**Run 1: met1 routing**

Scale bar: 20 microns.
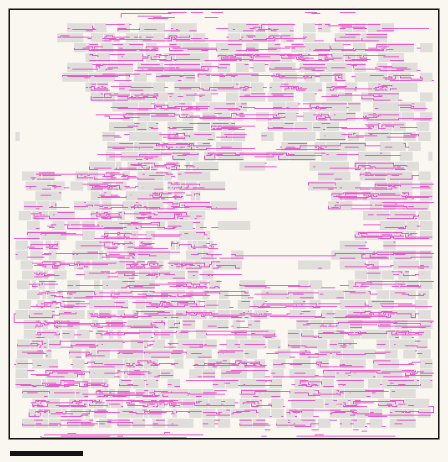
**Run 1: the metal 2 layer**

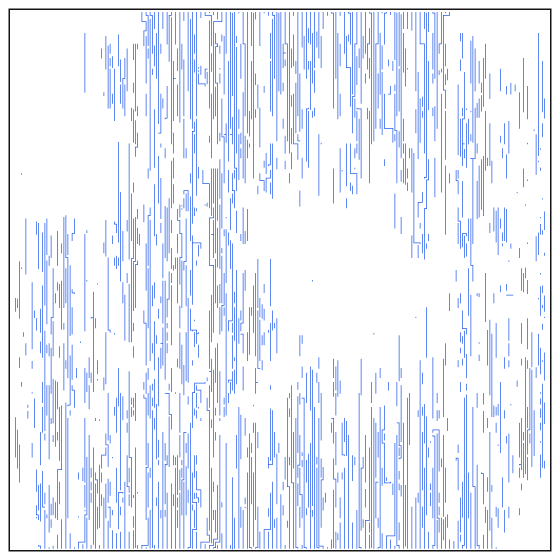
**Run 1: signal wires on met3**

Scale bar: 20 microns.
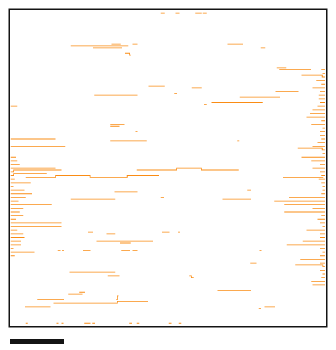
**Run 1: the metal 4 layer**

Scale bar: 20 microns.
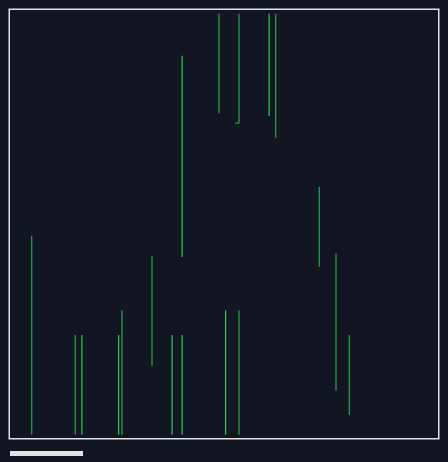
`config.mk`:
```
export PLATFORM = sky130hd
export DESIGN_NAME = mem_port_arbiter
export DESIGN_NICKNAME = d
export VERILOG_FILES = /design/src/rtl/riscv_pkg.sv /design/src/rtl/mem_arb_watchdog.sv /design/src/rtl/mem_port_arbiter.sv
export SDC_FILE = /design/constraint.sdc
export NUM_CORES = 1
export LEC_CHECK = 0
export CAP_MARGIN = 30
export CORE_UTILIZATION = 40
export CTS_CLUSTER_SIZE = 14
export DETAILED_ROUTE_END_ITERATION = 12
export PLACE_DENSITY = 0.81
export SLEW_MARGIN = 15
export SYNTH_ARGS = -nofsm -noshare
export SYNTH_HDL_FRONTEND = slang
export SYNTH_SLANG_ARGS = --single-unit
export TNS_END_PERCENT = 100
```
`constraint.sdc`:
```
create_clock -name clk -period 5.4 [get_ports clk]
set_clock_uncertainty 0.1 [all_clocks]
set_input_delay 1.08 -clock clk [delete_from_list [all_inputs] [get_ports clk]]
set_output_delay 1.08 -clock clk [all_outputs]
set_load 0.005 [all_outputs]
```
`src/rtl/riscv_pkg.sv`:
```
// Shared definitions for the memory-port arbiter: bus width, full byte-enable
// mask and the arbiter state encoding.
package riscv_pkg;
  localparam int XLEN = 32;
  localparam logic [3:0] BE_FULL = 4'hF;

  typedef enum logic [1:0] {
    IDLE   = 2'd0,
    BUSY_I = 2'd1,
    BUSY_D = 2'd2,
    RESP   = 2'd3
  } arb_state_t;
endpackage

```
`src/rtl/mem_arb_watchdog.sv`:
```
// Access watchdog: counts busy cycles since the last grant and flags expiry
// once the count reaches TIMEOUT.
module mem_arb_watchdog #(
  parameter int TIMEOUT = 255
) (
  input  logic clk,
  input  logic rst_n,
  input  logic clr,
  input  logic en,
  output logic expired
);

  logic [7:0] count;

  always_ff @(posedge clk) begin
    if (!rst_n || clr) begin
      count <= 8'd0;
    end else if (en && count != 8'hFF) begin
      count <= count + 8'd1;
    end
  end

  assign expired = (count >= 8'(TIMEOUT));

endmodule

```
`src/rtl/mem_port_arbiter.sv`:
```
// Arbitrates the single unified memory port between instruction fetch and the
// MEM stage, with data-first priority, fetch anti-starvation and a watchdog.
module mem_port_arbiter
  import riscv_pkg::*;
#(
  parameter int MAX_WAIT = 4,
  parameter int TIMEOUT  = 255
) (
  input  logic            clk,
  input  logic            rst_n,
  input  logic            if_req,
  input  logic [XLEN-1:0] if_addr,
  output logic            if_valid,
  output logic [XLEN-1:0] if_rdata,
  output logic            if_err,
  input  logic            d_req,
  input  logic            d_we,
  input  logic [XLEN-1:0] d_addr,
  input  logic [XLEN-1:0] d_wdata,
  input  logic [3:0]      d_be,
  output logic            d_valid,
  output logic [XLEN-1:0] d_rdata,
  output logic            d_err,
  output logic            if_stall,
  output logic            d_stall,
  output logic            mem_req,
  output logic [XLEN-1:0] mem_addr,
  output logic            mem_we,
  output logic [XLEN-1:0] mem_wdata,
  output logic [3:0]      mem_be,
  input  logic            mem_ready,
  input  logic [XLEN-1:0] mem_rdata
);

  localparam logic [XLEN-1:0] WORD_MASK = ~XLEN'(3);

  arb_state_t state, state_nxt;
  logic [3:0] starve_cnt;
  logic       owner_d;
  logic       if_elig, d_elig;
  logic       grant_i, grant_d;
  logic       busy, done, wd_expired;

  // A requester whose valid is already high is finishing; never grant it twice.
  assign if_elig  = if_req & ~if_valid;
  assign d_elig   = d_req & ~d_valid;
  assign busy     = (state == BUSY_I) || (state == BUSY_D);
  assign done     = busy & (mem_ready | wd_expired);
  assign if_stall = if_req & ~if_valid;
  assign d_stall  = d_req & ~d_valid;

  always_comb begin
    state_nxt = state;
    grant_i   = 1'b0;
    grant_d   = 1'b0;
    case (state)
      IDLE: begin
        if (if_elig && d_elig) begin
          if (starve_cnt == 4'(MAX_WAIT)) grant_i = 1'b1;
          else                            grant_d = 1'b1;
        end else begin
          grant_i = if_elig;
          grant_d = d_elig;
        end
        if (grant_i)      state_nxt = BUSY_I;
        else if (grant_d) state_nxt = BUSY_D;
      end
      BUSY_I, BUSY_D: if (mem_ready || wd_expired) state_nxt = RESP;
      RESP:           state_nxt = IDLE;
      default:        state_nxt = IDLE;
    endcase
  end

  always_ff @(posedge clk) begin
    if (!rst_n) state <= IDLE;
    else        state <= state_nxt;
  end

  mem_arb_watchdog #(
    .TIMEOUT(TIMEOUT)
  ) u_watchdog (
    .clk    (clk),
    .rst_n  (rst_n),
    .clr    (grant_i | grant_d),
    .en     (busy),
    .expired(wd_expired)
  );

  always_ff @(posedge clk) begin
    if (!rst_n) begin
      starve_cnt <= 4'd0;
      owner_d    <= 1'b0;
      mem_req    <= 1'b0;
      mem_addr   <= '0;
      mem_we     <= 1'b0;
      mem_wdata  <= '0;
      mem_be     <= 4'h0;
      if_valid   <= 1'b0;
      if_rdata   <= '0;
      if_err     <= 1'b0;
      d_valid    <= 1'b0;
      d_rdata    <= '0;
      d_err      <= 1'b0;
    end else begin
      if_valid <= 1'b0;
      d_valid  <= 1'b0;

      if (grant_i) begin
        mem_req    <= 1'b1;
        mem_addr   <= if_addr & WORD_MASK;
        mem_we     <= 1'b0;
        mem_wdata  <= '0;
        mem_be     <= BE_FULL;
        owner_d    <= 1'b0;
        starve_cnt <= 4'd0;
      end else if (grant_d) begin
        mem_req   <= 1'b1;
        mem_addr  <= d_addr & WORD_MASK;
        mem_we    <= d_we;
        mem_wdata <= d_wdata;
        mem_be    <= d_we ? d_be : BE_FULL;
        owner_d   <= 1'b1;
        if (if_req && starve_cnt != 4'(MAX_WAIT)) starve_cnt <= starve_cnt + 4'd1;
      end

      // Completion or timeout: a timed-out access returns zero data with err set.
      if (done) begin
        mem_req <= 1'b0;
        if (owner_d) begin
          d_valid <= 1'b1;
          d_err   <= ~mem_ready;
          d_rdata <= (mem_ready && !mem_we) ? mem_rdata : '0;
        end else begin
          if_valid <= 1'b1;
          if_err   <= ~mem_ready;
          if_rdata <= mem_ready ? mem_rdata : '0;
        end
      end
    end
  end

endmodule

```
==> run notes, run 1 <==
The longest clock path from root to sink contains 2 buffers. Each instance of the synthesized netlist takes up on average 10.8 sq um. For reference, the final report shows the hold violation count at 0. The repair_antennas step left the layout with diodes totalling 0. The pin closest to its max-slew limit shows a slew of 706 ps.

The run gives 13900 sq um for the die area. Delay of the slowest critical-path stage: 550 ps. The setup slack after placement is 1680 ps. Of the total standard cell area in the layout, the sequential portion is 34.6%. The first global-routing pass estimated 26800 microns of wire. The tree is rooted in a sky130_fd_sc_hd__clkbuf_16. The number of global-route vias before repair was 4988.

The run gives 68.2% for the fraction of the core area covered by cells at the end of the flow. Setup repair after global routing left no endpoint under its margin. The final timing report lists a max-slew violation count of 0.

The met3 layer wire length in the routed design is 912 microns. Terminus of the critical flop-to-flop path: mem_addr[16]. Entering global routing, the biggest net connects 43 pins.

During tapcell insertion the tool placed 172 well taps. Detailed routing placed a total of 8490 microns of wire on met2. The run gives 1670 ps for the minimum setup slack in the final design. The post-route report lists met1 wire length as 6820 microns. Before antenna repair, the detailed router went through 5 iterations. The report lists the cells along the critical path as clkdlybuf4s50_1, nand2b_1, inv_2, clkdlybuf4s50_1. Of all the cell area in the finished design, non-clock buffers hold 31.8%. After clock tree synthesis, the flow added hold-fix buffers numbering 0. The critical path crosses 4 cells after its start point.

STA classifies the critical path endpoint as an output port. The congestion estimate from routability-driven global placement came to 0.889. The dominant kind of cell is sequential cells.

With the layout overhead on the synthesized area at 63.1%, the yosys cell count is 497. The number of multi-input combinational cells in the layout is 303, and the total congestion overflow is 0. The library cell with the largest summed area after synthesis is sky130_fd_sc_hd__dfxtp_1.

The report shows a maximum critical-path fanout of 6. The highest metal layer carrying signal wires in the routed design is met4. Tracing the worst setup path back leads to its startpoint at if_req. For this run, the leading register cell type out of synthesis is sky130_fd_sc_hd__dfxtp_1. Across the VDD grid, the largest voltage drop is 0.218 mV. Per the detail_route report, routed wire per instance is 17.8 microns. Post-detailed-route via-to-cell ratio: 5.24. The vertical die dimension was 118 microns; the number of distinct library cells after synthesis was 47.

The design draws 3.70 mW. The layout report lists the clock-cell share of area as 6.28%. According to the Yosys statistics, the synthesized design has a chip area of 5360 sq um. Pin placement for this block handled 278 I/O pins.

The clock reaches the later pin of the worst-skew pair after 420 ps. Signal arrival time at the worst endpoint: 2550 ps. After synthesis, the most frequently instantiated cells are sky130_fd_sc_hd__dfxtp_1 (151), sky130_fd_sc_hd__a22o_1 (96), sky130_fd_sc_hd__nand2_1 (46).

The power per standard cell area came out at 423 nW/um^2. The number of clock buffers inserted by TritonCTS is 17, and the worst setup slack for register-to-register paths is 2880 ps. Yosys reported that registers with async set or reset make up 0%. Summed over all failing endpoints, the final setup total negative slack is 0 ps. For this run the detailed placement stage logged an HPWL of 11900 microns.

The run finished with clean final reports. With the horizontal extent of the die at 118 microns, the worst hold margin is 368 ps. The final layout contains a sequential cell count of 151. In this run the biggest area consumer among cell types represents 56.4% of the synthesized area. The floorplan step records an initial core utilization of 41.8%.

TritonCTS built the clock tree. The tools report the placeable core area as 12800 sq um. The run gives 5360 sq um for the synthesized cell area. In this run the tightest slew margin relative to its limit is 52.8%. Yosys reported a register bit count of 151. The register area came out at 3020 sq um. Looking at the setup timing report, the critical path kind is in -> out.

The synthesis report lists the Yosys warning total as 0. During placement, the flow inserted port buffers numbering 271. The multi-input logic area was 2150 sq um; the final non-filler cell total was 944. The tool warning count for the run is 31. For the DRC marker count from the first detailed-route iteration, the log shows 265. Kind of launch point of the worst setup path: an input pin. For this design, the slowest cell found on the critical path is sky130_fd_sc_hd__clkdlybuf4s50_1. Per the layout report, the design carries 8 non-clock inverters. Counting plain and timing-repair buffers in the layout gives 280. The final clock period utilization by the worst path works out to 69.1%. CTS built an H-tree with a depth of 4. Per the post-synthesis report, the number of cells in the design is 497. For the total setup buffers inserted after CTS, the log shows 0. The report puts the cell count of the worst reg-to-reg path at 7.

The number of gates resized after cts is 0, and the clock sink total is 151. The clock slew at the register clock pins of the worst setup and hold paths is 60 ps. Per STA, the library cell used most along the worst path is sky130_fd_sc_hd__clkdlybuf4s50_1.

The tools report the initial antenna violation count as 0. For this run the top cell type by instance count after synthesis was sky130_fd_sc_hd__dfxtp_1. In this run the worst hold path is classified as reg -> reg. The count of flip-flops with a built-in enable after synthesis is 0. Following the worst setup path forward leads to its endpoint at if_stall.

The end-of-flow timing check tallies setup violations at 0. The most common logic cells in the final layout are sky130_fd_sc_hd__clkdlybuf4s50_1 (271), sky130_fd_sc_hd__dfxtp_1 (151), sky130_fd_sc_hd__a22o_1 (96). Across every metal layer, demand over resource in global routing totals 24.5%. The timing report attributes the biggest portion of critical-path delay to buffers and inverters. The placed cell count was 914; the maximum frequency from static timing analysis was 268 MHz.

Combinational share of cell area: 24.6%.
## Picture notes: 'met1 routing'
nets with wire on the layer	801
wire length on this layer	6820 microns
GRT met1 Usage: 27.9%
wire length after detailed routing: 16800 microns
routed vias: 4950

## Picture notes: 'the metal 2 layer'
main direction	vertical
share of all routed wire	51%
nets with wire on the layer	811
longest straight run	41.0 microns

## Picture notes: 'signal wires on met3'
nets with wire on the layer	127
longest straight run	23.7 microns
main direction	horizontal

## Picture notes: 'the metal 4 layer'
longest straight run	55.1 microns
share of all routed wire	3.4%

==> run 1: registers in the layout, indices dropped and copies added, names as in the netlist <==
signal	count
d_err	1
d_rdata	32
d_valid	1
if_err	1
if_rdata	32
if_valid	1
mem_addr	30
mem_be	4
mem_req	1
mem_wdata	32
mem_we	1
owner_d	1
starve_cnt	4
state	2
u_watchdog.count	8
==> run 1: power breakdown <==
group          switching, mW  internal (mW)  leakage [nW]  total [mW]
registers              0.117           1.32          1.23        1.44
clock network          0.441          0.662         0.272        1.10
logic                  0.527          0.630          1.86        1.16
total                   1.08           2.61          3.37        3.70
==> run 1: how the worst min path moves through the flow <==
stage                  from      endpoint  slack, ps  cells after the start
3_3_place_gp       state[1]      state[1]        350                      2
5_1_grt        mem_addr[22]  mem_addr[22]        390                      1
4_1_cts        mem_addr[20]  mem_addr[20]        370                      1
2_1_floorplan      state[1]      state[1]        330                      2
6_report       mem_addr[21]  mem_addr[21]        370                      1
3_5_place_dp       state[1]      state[1]        350                      2
==> run 1: cell families (layout without fill, tap and decap cells) <==
group                    after synthesis  after routing  share of synthesized area [%]
AND-OR/OR-AND                        179            179                           26.2
XOR/XNOR                               8              8                           1.31
adder cells (fa/ha/maj)                4              4                          0.933
buffers and inverters                 44            318                           4.06
multiplexers                          14             14                           2.61
AND/OR/NAND/NOR                       96             96                           8.40
other                                  1              2                         0.0699
flip-flops                           151            151                           56.4
==> run 1: metal layers <==
| layer | up-vias | track usage [%] |
|---|---|---|
| li1 | 2379 | - |
| met1 | 2339 | 27.9 |
| met2 | 188 | 42.4 |
| met3 | 44 | 5.81 |
| met4 | 0 | 13.1 |
| met5 | - | 0 |
==> run 2, diff against run 1 <==
--- a/config.mk
+++ b/config.mk
@@ -6,10 +6,10 @@
 export NUM_CORES = 1
 export LEC_CHECK = 0
 export CAP_MARGIN = 30
-export CORE_UTILIZATION = 40
+export CORE_UTILIZATION = 36
 export CTS_CLUSTER_SIZE = 14
 export DETAILED_ROUTE_END_ITERATION = 12
-export PLACE_DENSITY = 0.81
+export PLACE_DENSITY = 0.77
 export SLEW_MARGIN = 15
 export SYNTH_ARGS = -nofsm -noshare
 export SYNTH_HDL_FRONTEND = slang
==> constraint.sdc (replaced) <==
create_clock -name clk -period 3.3 [get_ports clk]
set_clock_uncertainty 0.1 [all_clocks]
set_input_delay 0.66 -clock clk [delete_from_list [all_inputs] [get_ports clk]]
set_output_delay 0.66 -clock clk [all_outputs]
set_load 0.005 [all_outputs]
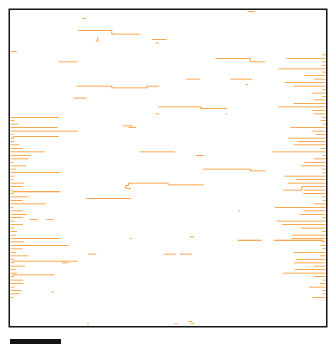
**Above:** run 2 (signal wires on met3).
Scale bar: 20 microns.
longest straight run	26.0 microns
main direction	horizontal

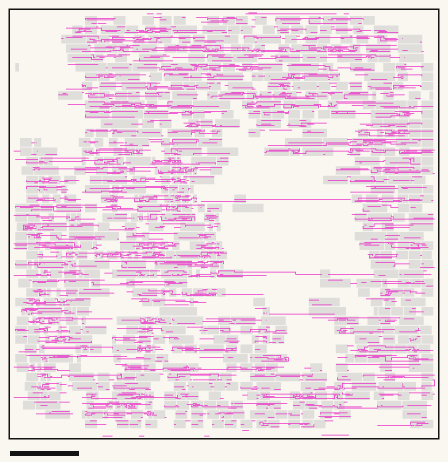
**Above:** run 2 (met1 routing).
Scale bar: 20 microns.
share of all routed wire	41%
wire length on this layer	6620 microns
longest straight run	33.6 microns
routed vias: 4916
wire length after detailed routing: 16200 microns

==> run 2 against run 1 <==
Compared with the run above: combinational power up 62%; core utilization down 7.2 points; synthesized cell count unchanged; die size up 11%; clock-buffer cell count up 1; power up 72%; register-to-register slack worse by 1900 ps; final area up 1.4%; flip-flop count unchanged; cell count up 1.5%; sequential share of layout area down 0.47 points; global-route usage down 3.7 points; largest power group unchanged.
==> run notes, run 2 <==
In this run, the combinational gates consume 29.6% of the power. The pin closest to its max-slew limit shows a slew of 843 ps. At the floorplan stage, the core utilization is reported as 36.9%.

The longest clock path from root to sink contains 2 buffers. The largest registers in the layout are d_rdata x32, if_rdata x32, mem_wdata x32. For the worst-skew pair, the clock arrives at the later sink with an insertion delay of 420 ps. The worst pin sits at a relative slew slack of 43.8%.

For the count of warnings emitted by yosys, the log shows 0. The max-slew violation total from the final report is 0. Per the synth log, the flip-flop and latch total comes to 151. At the end of routability-driven placement, the weighted congestion stood at 0.784. Global routing finished with a remaining overflow of 0. The chip occupies 15400 sq um. The flow reports that the clock network draws 33.5% of the design power. Setup repair after global routing left no endpoint under its margin. The run gives 5360 sq um as the chip area in the Yosys report.

For this block, the initial DRC count from the detailed router was 302. The switching share of power came out at 27.8%. TritonCTS built the clock tree. The script computed a power per unit cell area of 717 nW/um^2.

Per the cell usage report, the commonest logic cells after layout are sky130_fd_sc_hd__clkdlybuf4s50_1 (271), sky130_fd_sc_hd__dfxtp_1 (151), sky130_fd_sc_hd__a22o_1 (96). After layout, the worst path uses 89.0% of the clock period. In this run the layout overhead on the synthesized area is reported as 65.3%. The multi-input logic area is 2150 sq um, and the fraction of the core area covered by cells at the end of the flow is 61.0%.

Summing all multiplexer cells gives an area fraction of 2.61%. Setup violations remaining at the end of the flow were counted as 0. For this run, the detailed router's first-pass iteration total came to 4. The run gives 26.2% for the post-synthesis share of cell area spent on and-or and or-and gates. The logs give 5036 for the number of global-route vias before repair and 4 for the deepest level of the CTS H-tree. The commonest cells after synthesis are sky130_fd_sc_hd__dfxtp_1 (151), sky130_fd_sc_hd__a22o_1 (96), sky130_fd_sc_hd__nand2_1 (46).

VDD sags by at most 0.410 mV. Buffers placed on the I/O ports in this run total 271. The initial antenna violation count was 0.

The flow ran to the end, and the final reports show no timing, DRC or antenna violations. Traced cell by cell, the critical path runs through clkdlybuf4s50_1, nand2b_1, inv_2, clkdlybuf4s50_1. The synthesis stats list as the most numerous cell sky130_fd_sc_hd__dfxtp_1.

The simple-gate portion of the synthesized area came out at 8.40%. For this design, the sink count on the clock tree is 151. The fraction of registers with async set or reset after synthesis is 0%. The worst setup path is launched from an input pin. The gate-level netlist out of Yosys references 47 unique cell types.

The dominant synthesized flop cell is sky130_fd_sc_hd__dfxtp_1. Per the post-CTS timing run, clock transition at the registers of the reported paths is 60 ps. The yosys cell count is 497, and the first-pass GRT wire length is 24600 microns. With the final total negative setup slack at 0 ps, the horizontal extent of the die is 124 microns. The net switching power in the latest report is 1.77 mW. For the met3 track demand over resource in global routing, the log shows 7.19%. For this design, the CTS-stage hold fixing added 0 buffers.

The tools report the final hold violation count as 0. For the synthesized cell area, the log shows 5360 sq um. The most congested layer reported by global routing was met2. OpenROAD emitted warnings numbering 31.

Synthesis handed over a netlist of 497 instances. On met2, the global router reports a usage of 35.9%. The dominant kind of combinational cell was AND-OR/OR-AND gates. The critical path's slowest stage uses the library cell sky130_fd_sc_hd__clkdlybuf4s50_1. The share of the synthesized area in the top cell type was 56.4%.

Looking at the setup timing report, the critical path kind is in -> out. Post-detailed-route via-to-cell ratio: 5.13. The largest single stage delay on the critical path is 560 ps. The run gives 6 for the largest fanout on the critical path.
[run 2: path summary, 6_finish.rpt]
check,from,endpoint,slack (ps),cells past startpoint
max,if_req,if_stall,360,4
min,mem_addr[21],mem_addr[21],360,1
max reg2reg,state[0],mem_wdata[11],940,6
min reg2reg,mem_addr[21],mem_addr[21],360,1
[run 2: routing by layer]
layer	routed length [microns]	part of all wire, %	vias up
met5	0	0	-
met4	375	2.3	0
li1	-	-	2385
met1	6620	41	2323
met3	1190	7.3	35
met2	8040	50	173
[run 2: cell families (layout without fill, tap and decap cells)]
logic type      after synthesis  after routing
compound gates              179            179
xor+xnor                      8              8
fa+ha+maj                     4              4
buf+inv                      44            320
flops                       151            151
mux                          14             14
other cells                   1              2
simple gates                 96             96
[run 2: power by group through the flow]
stage | clock [mW] | sequential [mW] | combinational, mW
after global routing | 2.25 | 2.39 | 2.05
after CTS | 2.17 | 2.35 | 1.89
after detailed placement | 0 | 2.38 | 1.89
final | 2.13 | 2.35 | 1.88
after floorplan | 0 | 2.39 | 0.881
after global placement | 0 | 2.37 | 1.83
[run 2: worst max-delay path: cells and delay by family]
kind                   cells  cell delay [ps]
buffers and inverters      3             1300
and+or+nand+nor            1              210
[run 2: final cells by class]
type / count / share of cell area [%]
sequential: 151 / 34.1
clock inverter: 8 / 1.91
multi-input combinational: 303 / 24.2
timing repair buffer: 281 / 31.4
tap: 184 / 2.60
clock buffer: 23 / 5.39
inverter: 8 / 0.339
[run 2: per-stage QoR]
step	instances	total power, mW	hold WS [ps]	worst slack [ps]
final	958	6.36	363	363
after global routing	958	6.69	388	315
after CTS	958	6.41	367	373
after detailed placement	927	4.27	347	305
after global placement	927	4.20	342	412
after floorplan	498	3.27	335	1480
Power and IR drop assume default switching activity.
